Figure 1. Where the registers sit (run 1).
Other sequential cells in the stronger grey, the rest of the logic in the fainter grey.
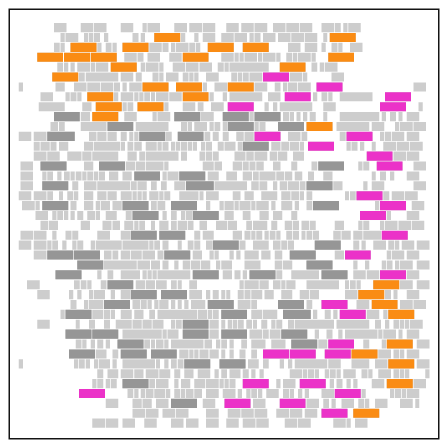
Figure 2. Clock network drawn from the DEF (run 1).
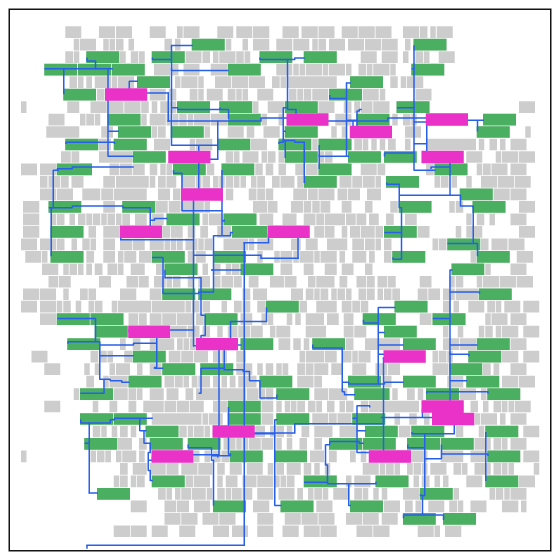
Figure 3. Cell placement (run 1).
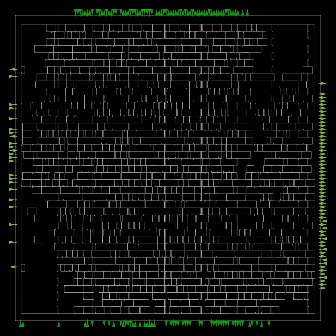
## config.mk

```make
export PLATFORM = sky130hd
export DESIGN_NAME = fetch_ctrl
export DESIGN_NICKNAME = d
export VERILOG_FILES = /design/src/rtl/fetch_ctrl.sv
export SDC_FILE = /design/constraint.sdc
export NUM_CORES = 1
export LEC_CHECK = 0
export CAP_MARGIN = 10
export CORE_MARGIN = 2
export CORE_UTILIZATION = 45
export DETAILED_ROUTE_END_ITERATION = 16
export PLACE_DENSITY = 0.79
export SETUP_SLACK_MARGIN = 0.15
export SKIP_LAST_GASP = 1
export SYNTH_ARGS = -nofsm -noshare
export SYNTH_HDL_FRONTEND = slang
export SYNTH_SLANG_ARGS = --single-unit
```

## constraint.sdc

```tcl
create_clock -name clk -period 2.15 [get_ports clk]
set_input_delay 0.3225 -clock clk [delete_from_list [all_inputs] [get_ports clk]]
set_output_delay 0.3225 -clock clk [all_outputs]
set_load 0.01 [all_outputs]
```

## src/rtl/fetch_ctrl.sv

```systemverilog
// rtl/fetch_ctrl.sv - instruction fetch controller with redirect/kill handling (optional trap redirect: FETCH_CTRL_TRAP_EN)
module fetch_ctrl #(
  parameter logic [31:0] RESET_PC    = 32'h0000_0000
`ifdef FETCH_CTRL_TRAP_EN
  ,
  parameter logic [31:0] TRAP_VECTOR = 32'h0000_0100
`endif
) (
  input  logic        clk,
  input  logic        reset,
  input  logic        stall,
  input  logic        redirect_valid,
  input  logic [31:0] redirect_pc,
`ifdef FETCH_CTRL_TRAP_EN
  input  logic        trap_valid,
`endif
  input  logic        imem_ack,
  input  logic [31:0] imem_rdata,
  output logic        imem_req,
  output logic [31:0] imem_addr,
  output logic        instr_valid,
  output logic [31:0] instr_out,
  output logic [31:0] instr_pc,
  output logic [31:0] pc_out
);

  localparam logic [1:0] IDLE  = 2'd0;
  localparam logic [1:0] REQ   = 2'd1;
  localparam logic [1:0] VALID = 2'd2;

  logic [1:0]  state;
  logic        kill;
  logic [31:0] pending_pc;
  logic        take_redirect;
  logic [31:0] redirect_target;

  // The address bus simply follows the PC register; the PC is frozen while a
  // killed fetch is outstanding, so the address stays stable until the ack.
  assign imem_addr = pc_out;

  // Pick the redirect source for this cycle and word-align the target.
  always_comb begin
    take_redirect   = redirect_valid;
    redirect_target = redirect_pc & ~32'h3;
`ifdef FETCH_CTRL_TRAP_EN
    if (trap_valid) begin
      take_redirect   = 1'b1;
      redirect_target = TRAP_VECTOR & ~32'h3;
    end
`endif
  end

  // Fetch state machine: request, capture or discard, hold for the consumer.
  always_ff @(posedge clk) begin
    if (!reset) begin
      state       <= IDLE;
      pc_out      <= RESET_PC;
      imem_req    <= 1'b0;
      instr_valid <= 1'b0;
      instr_out   <= 32'h0;
      instr_pc    <= 32'h0;
      kill        <= 1'b0;
      pending_pc  <= 32'h0;
    end else begin
      case (state)
        IDLE: begin
          // A stale ack arriving here belongs to an abandoned fetch: ignored.
          if (take_redirect) begin
            pc_out <= redirect_target;
          end
          state       <= REQ;
          imem_req    <= 1'b1;
          instr_valid <= 1'b0;
        end
        REQ: begin
          if (imem_ack) begin
            if (take_redirect) begin
              // Newest redirect beats any pending target; response is dropped.
              pc_out <= redirect_target;
              kill   <= 1'b0;
            end else if (kill) begin
              pc_out <= pending_pc;
              kill   <= 1'b0;
            end else begin
              instr_out   <= imem_rdata;
              instr_pc    <= pc_out;
              pc_out      <= pc_out + 32'd4;
              instr_valid <= 1'b1;
              imem_req    <= 1'b0;
              state       <= VALID;
            end
          end else if (take_redirect) begin
            // Cannot abort the bus transfer; remember where to go afterwards.
            pending_pc <= redirect_target;
            kill       <= 1'b1;
          end
        end
        VALID: begin
          if (take_redirect) begin
            pc_out      <= redirect_target;
            instr_valid <= 1'b0;
            imem_req    <= 1'b1;
            state       <= REQ;
          end else if (!stall) begin
            instr_valid <= 1'b0;
            imem_req    <= 1'b1;
            state       <= REQ;
          end
        end
        default: begin
          state       <= IDLE;
          imem_req    <= 1'b0;
          instr_valid <= 1'b0;
          kill        <= 1'b0;
        end
      endcase
    end
  end

endmodule

```

==> flow_summary.html, run 1 <==
<h2>Synthesis and place &amp; route</h2>
<table>
<tr><th>Metric</th><th>Value</th></tr>
<tr><th colspan="2">Final layout</th></tr>
<tr><td>Area growth from synthesis to layout</td><td>49.9%</td></tr>
<tr><td>Fraction of final layout cells with drive strength greater than 1</td><td>0.129</td></tr>
<tr><td>Post-layout instance count excluding filler cells</td><td>1142</td></tr>
<tr><td>Filler cell count</td><td>1053</td></tr>
<tr><td>Final standard cell area without fillers</td><td>8720 um2</td></tr>
<tr><td>Net count, final</td><td>1027</td></tr>
<tr><td>Core utilization of the finished layout</td><td>0.691</td></tr>
<tr><th colspan="2">Power</th></tr>
<tr><td>Leakage Power</td><td>3.12 nW</td></tr>
<tr><td>PwrDens</td><td>773 nW/um2</td></tr>
<tr><td>Total chip power</td><td>0.00675 W</td></tr>
<tr><td>Maximum vdd ir drop</td><td>0.000506 V</td></tr>
<tr><th colspan="2">Setup path</th></tr>
<tr><td>Crit end category</td><td>flop</td></tr>
<tr><td>Delay of the slowest cell on the worst path</td><td>0.57 ns</td></tr>
<tr><td>Data arrival time of the critical path</td><td>2.22 ns</td></tr>
<tr><td>Critical Path Start Type</td><td>flop</td></tr>
<tr><td>Kind of critical path</td><td>flop to flop</td></tr>
<tr><td>CP max-delay cell</td><td>sky130_fd_sc_hd__or4_4</td></tr>
<tr><td>Ordered cell list for the critical path</td><td>nand4_4 &gt; or4_4 &gt; o211ai_1 &gt; a21oi_1 &gt; a311oi_1</td></tr>
<tr><td>Start point of the critical path</td><td>imem_addr[12]$_SDFFE_PN0P_</td></tr>
<tr><th colspan="2">Floorplan</th></tr>
<tr><td>Die ar.</td><td>13900 um2</td></tr>
<tr><td>Io pins</td><td>199</td></tr>
<tr><td>Horizontal extent of the die</td><td>118 um</td></tr>
<tr><td>Die height</td><td>118 um</td></tr>
<tr><td>Core Area</td><td>12600 um2</td></tr>
<tr><th colspan="2">Drt</th></tr>
<tr><td>Average wire per cell in the routed design</td><td>15.8 um</td></tr>
<tr><td>DR DRC count</td><td>0</td></tr>
<tr><td>Total via count after detailed routing</td><td>6085</td></tr>
<tr><td>Drt first pass iters</td><td>5</td></tr>
<tr><td>Post-detailed-route count of antenna-violating nets</td><td>0</td></tr>
<tr><td>Detailed Route WL</td><td>18.0 mm</td></tr>
<tr><th colspan="2">Synthesis</th></tr>
<tr><td>MUX area fraction</td><td>0.00366</td></tr>
<tr><td>XOR/XNOR Area Share</td><td>0.0211</td></tr>
<tr><td>Count of yosys warnings during synthesis</td><td>0</td></tr>
<tr><td>Most common cell in the synthesized netlist</td><td>sky130_fd_sc_hd__nand2_1</td></tr>
<tr><td>Combined area of all synthesized cells</td><td>5820 um2</td></tr>
<tr><td>Sequential-to-total area share from yosys stat</td><td>0.430</td></tr>
<tr><td>Post-synthesis share of cell area spent on full adders, half adders and majority gates</td><td>0.00215</td></tr>
<tr><td>Avg Cell Area, Syn</td><td>7.51 um2</td></tr>
<tr><td>Number of unique standard cell types used by synthesis</td><td>49</td></tr>
<tr><td>Commonest cells in the netlist</td><td>221 x sky130_fd_sc_hd__nand2_1, 128 x sky130_fd_sc_hd__a21oi_1, 125 x sky130_fd_sc_hd__dfxtp_1, 55 x sky130_fd_sc_hd__clkbuf_1, 36 x sky130_fd_sc_hd__buf_4</td></tr>
<tr><td>Number of synthesized register bits</td><td>125</td></tr>
<tr><td>Area leader, netlist</td><td>sky130_fd_sc_hd__dfxtp_1</td></tr>
<tr><td>Synthesized instance count</td><td>775</td></tr>
<tr><td>Comb area leader</td><td>simple AND/OR/NAND/NOR gates</td></tr>
<tr><td>Proportion of register bits with asynchronous set or reset after synthesis</td><td>0</td></tr>
<tr><td>Dominant register cell in the synthesized netlist</td><td>sky130_fd_sc_hd__dfxtp_1</td></tr>
<tr><td>Number of enable flip-flop cells</td><td>0</td></tr>
<tr><th colspan="2">Timing</th></tr>
<tr><td>Unrepaired setup endpoints after global routing</td><td>no</td></tr>
<tr><td>Final setup violating endpoints</td><td>0</td></tr>
<tr><td>Count of endpoints failing hold in the final timing report</td><td>0</td></tr>
<tr><td>Final period demand of the worst path</td><td>1.92 ns</td></tr>
<tr><td>Pins Over Slew Limit</td><td>0</td></tr>
<tr><td>Total negative setup slack</td><td>0 ns</td></tr>
<tr><td>Clk_skew</td><td>0.00444 ns</td></tr>
<tr><td>Slew at the pin closest to its max-slew limit</td><td>0.529 ns</td></tr>
<tr><td>Final cycle utilization of the critical path</td><td>0.892</td></tr>
<tr><th colspan="2">Clocking</th></tr>
<tr><td>Late-Pin Clk Latency</td><td>0.42 ns</td></tr>
<tr><td>Total of hold buffers inserted after clock tree synthesis</td><td>0</td></tr>
<tr><td># H-tree levels</td><td>4</td></tr>
<tr><td>Clk buf depth</td><td>2</td></tr>
<tr><td>Num Clock Sinks</td><td>125</td></tr>
<tr><td>Root Driver</td><td>sky130_fd_sc_hd__clkbuf_16</td></tr>
<tr><td>TritonCTS clock tree</td><td>built</td></tr>
<tr><th colspan="2">Place</th></tr>
<tr><td>Detailed-placement wirelength estimate</td><td>12.6 mm</td></tr>
<tr><td>Count of buffers inserted at the top-level ports</td><td>190</td></tr>
<tr><th colspan="2">Min path</th></tr>
<tr><td>Worst hold start</td><td>instr_out[31]$_SDFFE_PN0P_</td></tr>
<tr><th colspan="2">Global routing</th></tr>
<tr><td>Met2 capacity usage during global routing</td><td>0.412</td></tr>
<tr><td>Antenna violations before repair</td><td>0</td></tr>
<tr><td>Maximum number of pins on one net before global-route repair</td><td>80</td></tr>
<tr><td>Total global routing track utilization</td><td>0.254</td></tr>
<tr><td>Grt ovf</td><td>0</td></tr>
<tr><td>Number of global-route vias before repair</td><td>5459</td></tr>
<tr><th colspan="2">Status</th></tr>
<tr><td>Result of the run</td><td>finished, final reports clean</td></tr>
<tr><th colspan="2">Run</th></tr>
<tr><td># Max-Cap Violations</td><td>0</td></tr>
</table>
Back to the opening pictures, Figure 1:
orange -> `instr_out`  # placed flops 32, where widely spread
magenta -> `instr_pc`  # placed flops 30
not coloured = 63

Back to the opening pictures, Figure 2:
green -> flip-flops  # count 125
magenta -> cells driving clock nets  # count 17
blue -> clock wires  # length 1540 um
routed clock nets = 18

Back to the opening pictures, Figure 3:
share of cell area taken by flip-flops and latches: 0.287
flip-flops: 125
Cell Rows: 41

==> run 1: repair_timing <==
action / CTS / global route
resized: 1 / 8
setup buffers: 1 / 1
pin swaps: 2 / 1
endpoints found under the setup margin: 1 / 11
==> run 1: worst max-delay path: cells and delay by family (launching register included) <==
family | cells | cell delay, ns
simple gates | 2 | 0.76
flops | 1 | 0.43
compound gates | 3 | 0.61
==> run 1: power by group <==
| part | switching [W] | leakage (nW) | internal [W] | total, W |
|---|---|---|---|---|
| Clock | 0.00103 | 0.322 | 0.00214 | 0.00316 |
| Combinational | 0.000536 | 1.79 | 0.000552 | 0.00109 |
| Sequential | 0.0000809 | 1.02 | 0.00242 | 0.00250 |
==> run 1: area by class of cell <==
cell class	count	area, um2	area share
timing repair buffer	256	2470	0.283
tap	172	215	0.0247
clock buffer	20	467	0.0535
sequential	125	2510	0.287
multi-input combinational	549	2840	0.326
clock inverter	12	190	0.0218
inverter	8	31.3	0.00359
==> run 1: final timing paths <==
kind	to	slack, ns	cells after the start
worst max-delay path	imem_addr[21]$_SDFFE_PN0P_	0.23	5
worst min-delay path	instr_out[31]$_SDFFE_PN0P_	0.45	2
worst max register to register	imem_addr[21]$_SDFFE_PN0P_	0.23	5
worst min register to register	instr_out[31]$_SDFFE_PN0P_	0.45	2
==> run 1: layout by cell type (no fill, tap or decap), types with 4 or more instances in the layout <==
cell type,n
sky130_fd_sc_hd__xor2_1,6
sky130_fd_sc_hd__buf_4,60
sky130_fd_sc_hd__a221oi_1,5
sky130_fd_sc_hd__nand2b_1,6
sky130_fd_sc_hd__clkinv_2,6
sky130_fd_sc_hd__o211ai_1,8
sky130_fd_sc_hd__nand4_1,13
sky130_fd_sc_hd__conb_1,6
sky130_fd_sc_hd__a21oi_1,128
sky130_fd_sc_hd__nand2_1,221
sky130_fd_sc_hd__nor3_1,9
sky130_fd_sc_hd__o21ai_0,33
sky130_fd_sc_hd__clkbuf_16,17
sky130_fd_sc_hd__and4_1,6
sky130_fd_sc_hd__nor4_2,4
sky130_fd_sc_hd__nand3_1,12
sky130_fd_sc_hd__xnor2_1,8
sky130_fd_sc_hd__o221a_2,6
sky130_fd_sc_hd__nor2_1,19
sky130_fd_sc_hd__nor4_1,5
sky130_fd_sc_hd__a211oi_1,7
sky130_fd_sc_hd__and3_1,6
sky130_fd_sc_hd__dfxtp_1,122
sky130_fd_sc_hd__bufinv_16,5
sky130_fd_sc_hd__clkdlybuf4s50_1,190
sky130_fd_sc_hd__buf_12,6
sky130_fd_sc_hd__inv_1,7
==> run 1: flip-flops by register name (all words and copies together), names as in the netlist <==
register and count:
imem_addr 30, instr_out 32, instr_pc 30, instr_valid 1, kill 1, pending_pc 30, state 1
==> run 1: routing by layer <==
layer,routed length [um],vias to the layer above
met5,0,-
met2,8670,269
met1,7730,2811
li1,-,2974
met3,1320,31
met4,301,0
==> run 1: metrics by stage <==
| stage | worst slack [ns] | hold WS [ns] |
|---|---|---|
| floorplan | 0.216 | 0.431 |
| detailed placement | 0.0102 | 0.442 |
| global placement | 0.00204 | 0.438 |
| global route | 0.170 | 0.446 |
| CTS | 0.144 | 0.444 |
| finish | 0.231 | 0.450 |
==> run 1 -> run 2 <==
- MAX_ROUTING_LAYER: not set -> met4
Figure 4. Where the registers sit (run 2).
Other sequential cells in the stronger grey, the rest of the logic in the fainter grey.
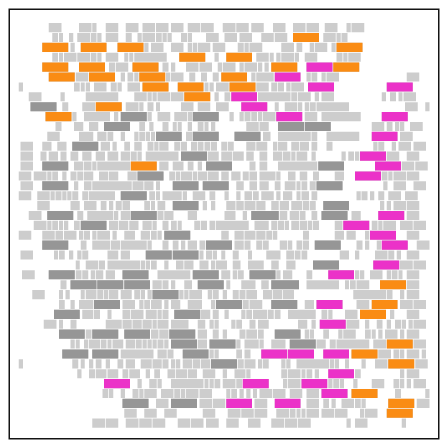
orange -> `instr_out`  # placed flops 32, where widely spread
magenta -> `instr_pc`  # placed flops 30
not coloured = 63

==> flow_summary.html, run 2 <==
<h2>Synthesis and place &amp; route</h2>
<table>
<tr><th>Metric</th><th>Value</th></tr>
<tr><th colspan="2">Final layout</th></tr>
<tr><td>Leading cell types in the layout, fill and taps excluded</td><td>221 x sky130_fd_sc_hd__nand2_1, 190 x sky130_fd_sc_hd__clkdlybuf4s50_1, 128 x sky130_fd_sc_hd__a21oi_1, 123 x sky130_fd_sc_hd__dfxtp_1, 58 x sky130_fd_sc_hd__buf_4</td></tr>
<tr><td>Antenna Diode Count</td><td>0</td></tr>
<tr><td>Most flops, register</td><td>instr_out</td></tr>
<tr><td>Flip-flop count of the largest register after layout</td><td>32 (unchanged)</td></tr>
<tr><td>Area growth from synthesis to layout</td><td>47.6%</td></tr>
<tr><td>Fraction of final layout cells with drive strength greater than 1</td><td>0.116 (-0.0129)</td></tr>
<tr><td>Top logic cell by instance count in the layout</td><td>sky130_fd_sc_hd__nand2_1</td></tr>
<tr><td>Net count, final</td><td>1023 (-0.39%)</td></tr>
<tr><td>Filler cell count</td><td>1064 (+1.0%)</td></tr>
<tr><td>Post-layout instance count excluding filler cells</td><td>1138 (-0.35%)</td></tr>
<tr><th colspan="2">Drt</th></tr>
<tr><td>Detail-routed via count per cell</td><td>5.31</td></tr>
<tr><td>WL met2</td><td>8.39 mm (-3.3%)</td></tr>
<tr><td>Detailed Route WL</td><td>17.9 mm (-0.50%)</td></tr>
<tr><td>Drt first pass iters</td><td>5 (unchanged)</td></tr>
<tr><td>Met3 wirelength from detailed routing</td><td>1.33 mm (+0.45%)</td></tr>
<tr><td>Top layer in use</td><td>met4</td></tr>
<tr><td>Met1 Routed Length</td><td>7.87 mm (+1.9%)</td></tr>
<tr><td>Average wire per cell in the routed design</td><td>15.8 um (-0.16%)</td></tr>
<tr><td>Total via count after detailed routing</td><td>6044 (-0.67%)</td></tr>
<tr><td>DR DRC count</td><td>0 (unchanged)</td></tr>
<tr><td>Post-detailed-route count of antenna-violating nets</td><td>0 (unchanged)</td></tr>
<tr><td>Violation count after the first detailed-route iteration</td><td>592</td></tr>
<tr><th colspan="2">Clocking</th></tr>
<tr><td>Num Clock Sinks</td><td>125 (unchanged)</td></tr>
<tr><td>Late-Pin Clk Latency</td><td>0.42 ns (about the same)</td></tr>
<tr><td>TritonCTS clock tree</td><td>built</td></tr>
<tr><td>Total of hold buffers inserted after clock tree synthesis</td><td>0 (unchanged)</td></tr>
<tr><td>Clk slew on worst S/H paths</td><td>0.05 ns</td></tr>
<tr><td>Clock buffers created by TritonCTS</td><td>17</td></tr>
<tr><td>Clk buf depth</td><td>2 (unchanged)</td></tr>
<tr><td># H-tree levels</td><td>4 (unchanged)</td></tr>
<tr><td>Root Driver</td><td>sky130_fd_sc_hd__clkbuf_16</td></tr>
<tr><th colspan="2">Global routing</th></tr>
<tr><td>Antenna violations before repair</td><td>0 (unchanged)</td></tr>
<tr><td>Number of global-route vias before repair</td><td>5349 (-2.0%)</td></tr>
<tr><td>Total global routing track utilization</td><td>0.258 (+0.00391)</td></tr>
<tr><td>Wire length of the first global-routing pass</td><td>28.1 mm</td></tr>
<tr><td>Maximum number of pins on one net before global-route repair</td><td>59 (-26%)</td></tr>
<tr><td>Grt ovf</td><td>0 (unchanged)</td></tr>
<tr><th colspan="2">Timing</th></tr>
<tr><td>Pins Over Slew Limit</td><td>0 (unchanged)</td></tr>
<tr><td>Count of endpoints failing hold in the final timing report</td><td>0 (unchanged)</td></tr>
<tr><td>Final setup violating endpoints</td><td>0 (unchanged)</td></tr>
<tr><td>Final period demand of the worst path</td><td>1.93 ns (+0.0161 ns)</td></tr>
<tr><td>Unrepaired setup endpoints after global routing</td><td>yes</td></tr>
<tr><td>Slew at the pin closest to its max-slew limit</td><td>0.581 ns (+0.0526 ns)</td></tr>
<tr><td>Upper clock frequency limit</td><td>0.517 GHz</td></tr>
<tr><td>Total negative setup slack</td><td>0 ns (unchanged)</td></tr>
<tr><td>Remaining max-slew budget at the tightest pin</td><td>0.609</td></tr>
<tr><td>Final cycle utilization of the critical path</td><td>0.900 (+0.00750)</td></tr>
<tr><td>PnR worst setup slack</td><td>0.215 ns (-0.0161 ns)</td></tr>
<tr><td>Clk_skew</td><td>0.00592 ns (+0.00148 ns)</td></tr>
<tr><th colspan="2">Synthesis</th></tr>
<tr><td>Post-synthesis cell count from yosys</td><td>775</td></tr>
<tr><td>Combined area of all synthesized cells</td><td>5820 um2 (unchanged)</td></tr>
<tr><td>Comb area leader</td><td>simple AND/OR/NAND/NOR gates</td></tr>
<tr><td>Commonest cells in the netlist</td><td>221 x sky130_fd_sc_hd__nand2_1, 128 x sky130_fd_sc_hd__a21oi_1, 125 x sky130_fd_sc_hd__dfxtp_1, 55 x sky130_fd_sc_hd__clkbuf_1, 36 x sky130_fd_sc_hd__buf_4</td></tr>
<tr><td>Synthesis area per yosys</td><td>5820 um2</td></tr>
<tr><td>Synthesized instance count</td><td>775 (unchanged)</td></tr>
<tr><td>Most common cell in the synthesized netlist</td><td>sky130_fd_sc_hd__nand2_1</td></tr>
<tr><td>Number of enable flip-flop cells</td><td>0 (unchanged)</td></tr>
<tr><td>Number of synthesized register bits</td><td>125 (unchanged)</td></tr>
<tr><td>Post-synthesis share of cell area spent on full adders, half adders and majority gates</td><td>0.00215 (unchanged)</td></tr>
<tr><td>XOR/XNOR Area Share</td><td>0.0211 (unchanged)</td></tr>
<tr><td>Avg Cell Area, Syn</td><td>7.51 um2 (unchanged)</td></tr>
<tr><td>Proportion of register bits with asynchronous set or reset after synthesis</td><td>0 (unchanged)</td></tr>
<tr><td>Fraction of the mapped netlist area in simple logic gates</td><td>0.242</td></tr>
<tr><td>Post-synth top area share</td><td>0.430</td></tr>
<tr><td>Area leader, netlist</td><td>sky130_fd_sc_hd__dfxtp_1</td></tr>
<tr><td>Synth area leaders</td><td>sky130_fd_sc_hd__dfxtp_1 43%, sky130_fd_sc_hd__nand2_1 14%, sky130_fd_sc_hd__a21oi_1 11%</td></tr>
<tr><td>Number of unique standard cell types used by synthesis</td><td>49 (unchanged)</td></tr>
<tr><td>MUX area fraction</td><td>0.00366 (unchanged)</td></tr>
<tr><td>Sequential-to-total area share from yosys stat</td><td>0.430 (unchanged)</td></tr>
<tr><td>Count of yosys warnings during synthesis</td><td>0 (unchanged)</td></tr>
<tr><td>Dominant register cell in the synthesized netlist</td><td>sky130_fd_sc_hd__dfxtp_1</td></tr>
<tr><td>Fraction of the mapped netlist area in compound gates</td><td>0.208</td></tr>
<tr><th colspan="2">Floorplan</th></tr>
<tr><td>Core Area</td><td>12600 um2 (unchanged)</td></tr>
<tr><td>Cell Rows</td><td>41 (unchanged)</td></tr>
<tr><td>Io pins</td><td>199 (unchanged)</td></tr>
<tr><td>Die height</td><td>118 um (unchanged)</td></tr>
<tr><td>Effective utilization at floorplan</td><td>0.461</td></tr>
<tr><td>Die ar.</td><td>13900 um2 (unchanged)</td></tr>
<tr><td>Horizontal extent of the die</td><td>118 um (unchanged)</td></tr>
<tr><th colspan="2">Run</th></tr>
<tr><td>Tool warnings</td><td>29</td></tr>
<tr><td># Max-Cap Violations</td><td>0 (unchanged)</td></tr>
<tr><th colspan="2">Setup path</th></tr>
<tr><td>FF-to-FF Start</td><td>imem_addr[23]$_SDFFE_PN0P_</td></tr>
<tr><td>Start point of the critical path</td><td>imem_addr[23]$_SDFFE_PN0P_</td></tr>
<tr><td>Critical Path Start Type</td><td>flop</td></tr>
<tr><td>CP Data Required Time</td><td>2.47 ns</td></tr>
<tr><td>Data arrival time of the critical path</td><td>2.25 ns (+0.03 ns)</td></tr>
<tr><td>Largest fanout on the critical path</td><td>9</td></tr>
<tr><td>Kind of critical path</td><td>flop to flop</td></tr>
<tr><td>Crit end category</td><td>flop</td></tr>
<tr><th colspan="2">Place</th></tr>
<tr><td>Placed Cells incl. Taps</td><td>1103</td></tr>
<tr><td>Worst slack after detailed placement</td><td>0.115 ns (+0.105 ns)</td></tr>
<tr><td>Detailed-placement wirelength estimate</td><td>12.5 mm (-0.53%)</td></tr>
<tr><td>Count of buffers inserted at the top-level ports</td><td>190 (unchanged)</td></tr>
<tr><td>Routability congestion estimate</td><td>0.930</td></tr>
<tr><th colspan="2">Power</th></tr>
<tr><td>PwrDens</td><td>752 nW/um2 (-2.8%)</td></tr>
<tr><td>Internal power of the cells</td><td>0.00486 W (-4.7%)</td></tr>
<tr><td>Leakage Power</td><td>3.07 nW (-1.8%)</td></tr>
<tr><td>Maximum vdd ir drop</td><td>0.000480 V (-5.2%)</td></tr>
<tr><td>Part of the total power dissipated in combinational logic</td><td>0.166 (+0.005)</td></tr>
<tr><td>Switching portion of total power</td><td>0.247 (+0.00325)</td></tr>
<tr><td>Clk network pwr share</td><td>0.447 (-0.022)</td></tr>
<tr><td>Part of the power in registers</td><td>0.387 (+0.017)</td></tr>
<tr><td>Switching power of the nets</td><td>0.00159 W (-3.0%)</td></tr>
<tr><td>Total chip power</td><td>0.00646 W (-4.3%)</td></tr>
<tr><th colspan="2">Min path</th></tr>
<tr><td>Worst hold start</td><td>pending_pc[16]$_SDFFE_PN0P_</td></tr>
<tr><td>Worst min-delay path category</td><td>flop to flop</td></tr>
<tr><th colspan="2">Status</th></tr>
<tr><td>Result of the run</td><td>finished, final reports clean</td></tr>
</table>
Figure 5. Signal wires on met4 (run 2).
Bar = 20 um. Supply wires on this layer in grey.
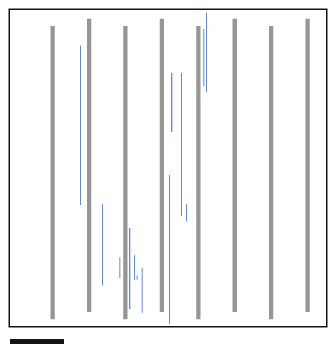
share of all routed wire = 1.9%
nets with wire on the layer = 11
longest straight run = 59.2 um
wire length on this layer = 339 um

run 2: cell counts after synthesis:
Identical to the previous run, type by type.
run 2: final timing paths:
kind              slack (ns)                          end  cells after the start
setup / recovery        0.22   imem_addr[29]$_SDFFE_PN0P_                      5
hold / removal          0.45  pending_pc[16]$_SDFFE_PN0P_                      2
setup reg to reg        0.22   imem_addr[29]$_SDFFE_PN0P_                      5
hold reg to reg         0.45  pending_pc[16]$_SDFFE_PN0P_                      2
run 2: area by class of cell:
class / instances / area (um2) / area share
Multi-Input combinational cell: 549 / 2820 / 0.329
Sequential cell: 125 / 2500 / 0.292
Timing Repair Buffer: 252 / 2420 / 0.281
Inverter: 8 / 31.3 / 0.00364
Tap cell: 172 / 215 / 0.0251
Clock inverter: 7 / 110 / 0.0128
Clock buffer: 25 / 485 / 0.0565
run 2: through the flow:
stage,cell area [um2],utilization,hold WS (ns)
6_report,8590,0.681,0.447
5_1_grt,8590,0.681,0.451
4_1_cts,8560,0.679,0.439
3_5_place_dp,7950,0.630,0.444
3_3_place_gp,7950,0.630,0.438
2_1_floorplan,5840,-,0.431
run 2: power groups by stage:
stage          registers, W  logic (W)  clock network, W
2_1_floorplan       0.00259   0.000475                 0
3_3_place_gp        0.00254    0.00104                 0
3_5_place_dp        0.00254    0.00106                 0
4_1_cts             0.00249    0.00107           0.00293
5_1_grt             0.00251    0.00114           0.00303
6_report            0.00250    0.00107           0.00289
run 2: repair_timing:
item / CTS / global route
gates resized: 0 / 5
pin swaps: 1 / 1
setup buffers: 2 / 1
cloned: 0 / 0
setup endpoints to repair: 1 / 14
run 2: kinds of logic (layout without fill, tap and decap cells):
group / after synthesis / in the layout
compound gates: 208 / 208
buf+inv: 106 / 292
mux: 2 / 2
other cells: 1 / 6
simple gates: 318 / 318
flops: 125 / 125
xor+xnor: 14 / 14
fa+ha+maj: 1 / 1
run 2: metal layers:
layer  up-vias  GRT usage
met2       257      0.391
met5         -          -
met3        33     0.0640
li1       2963          -
met1      2791      0.337
met4         0     0.0889
run 2: worst max-delay path: stages (launching register included):
cell,delay (ns)
sky130_fd_sc_hd__dfxtp_1,0.54
sky130_fd_sc_hd__nand4_1,0.23
sky130_fd_sc_hd__nor4_2,0.33
sky130_fd_sc_hd__a211oi_1,0.11
sky130_fd_sc_hd__or3_1,0.38
sky130_fd_sc_hd__a211oi_1,0.23
Power figures rest on the tool's default switching activity, not on a simulated workload.
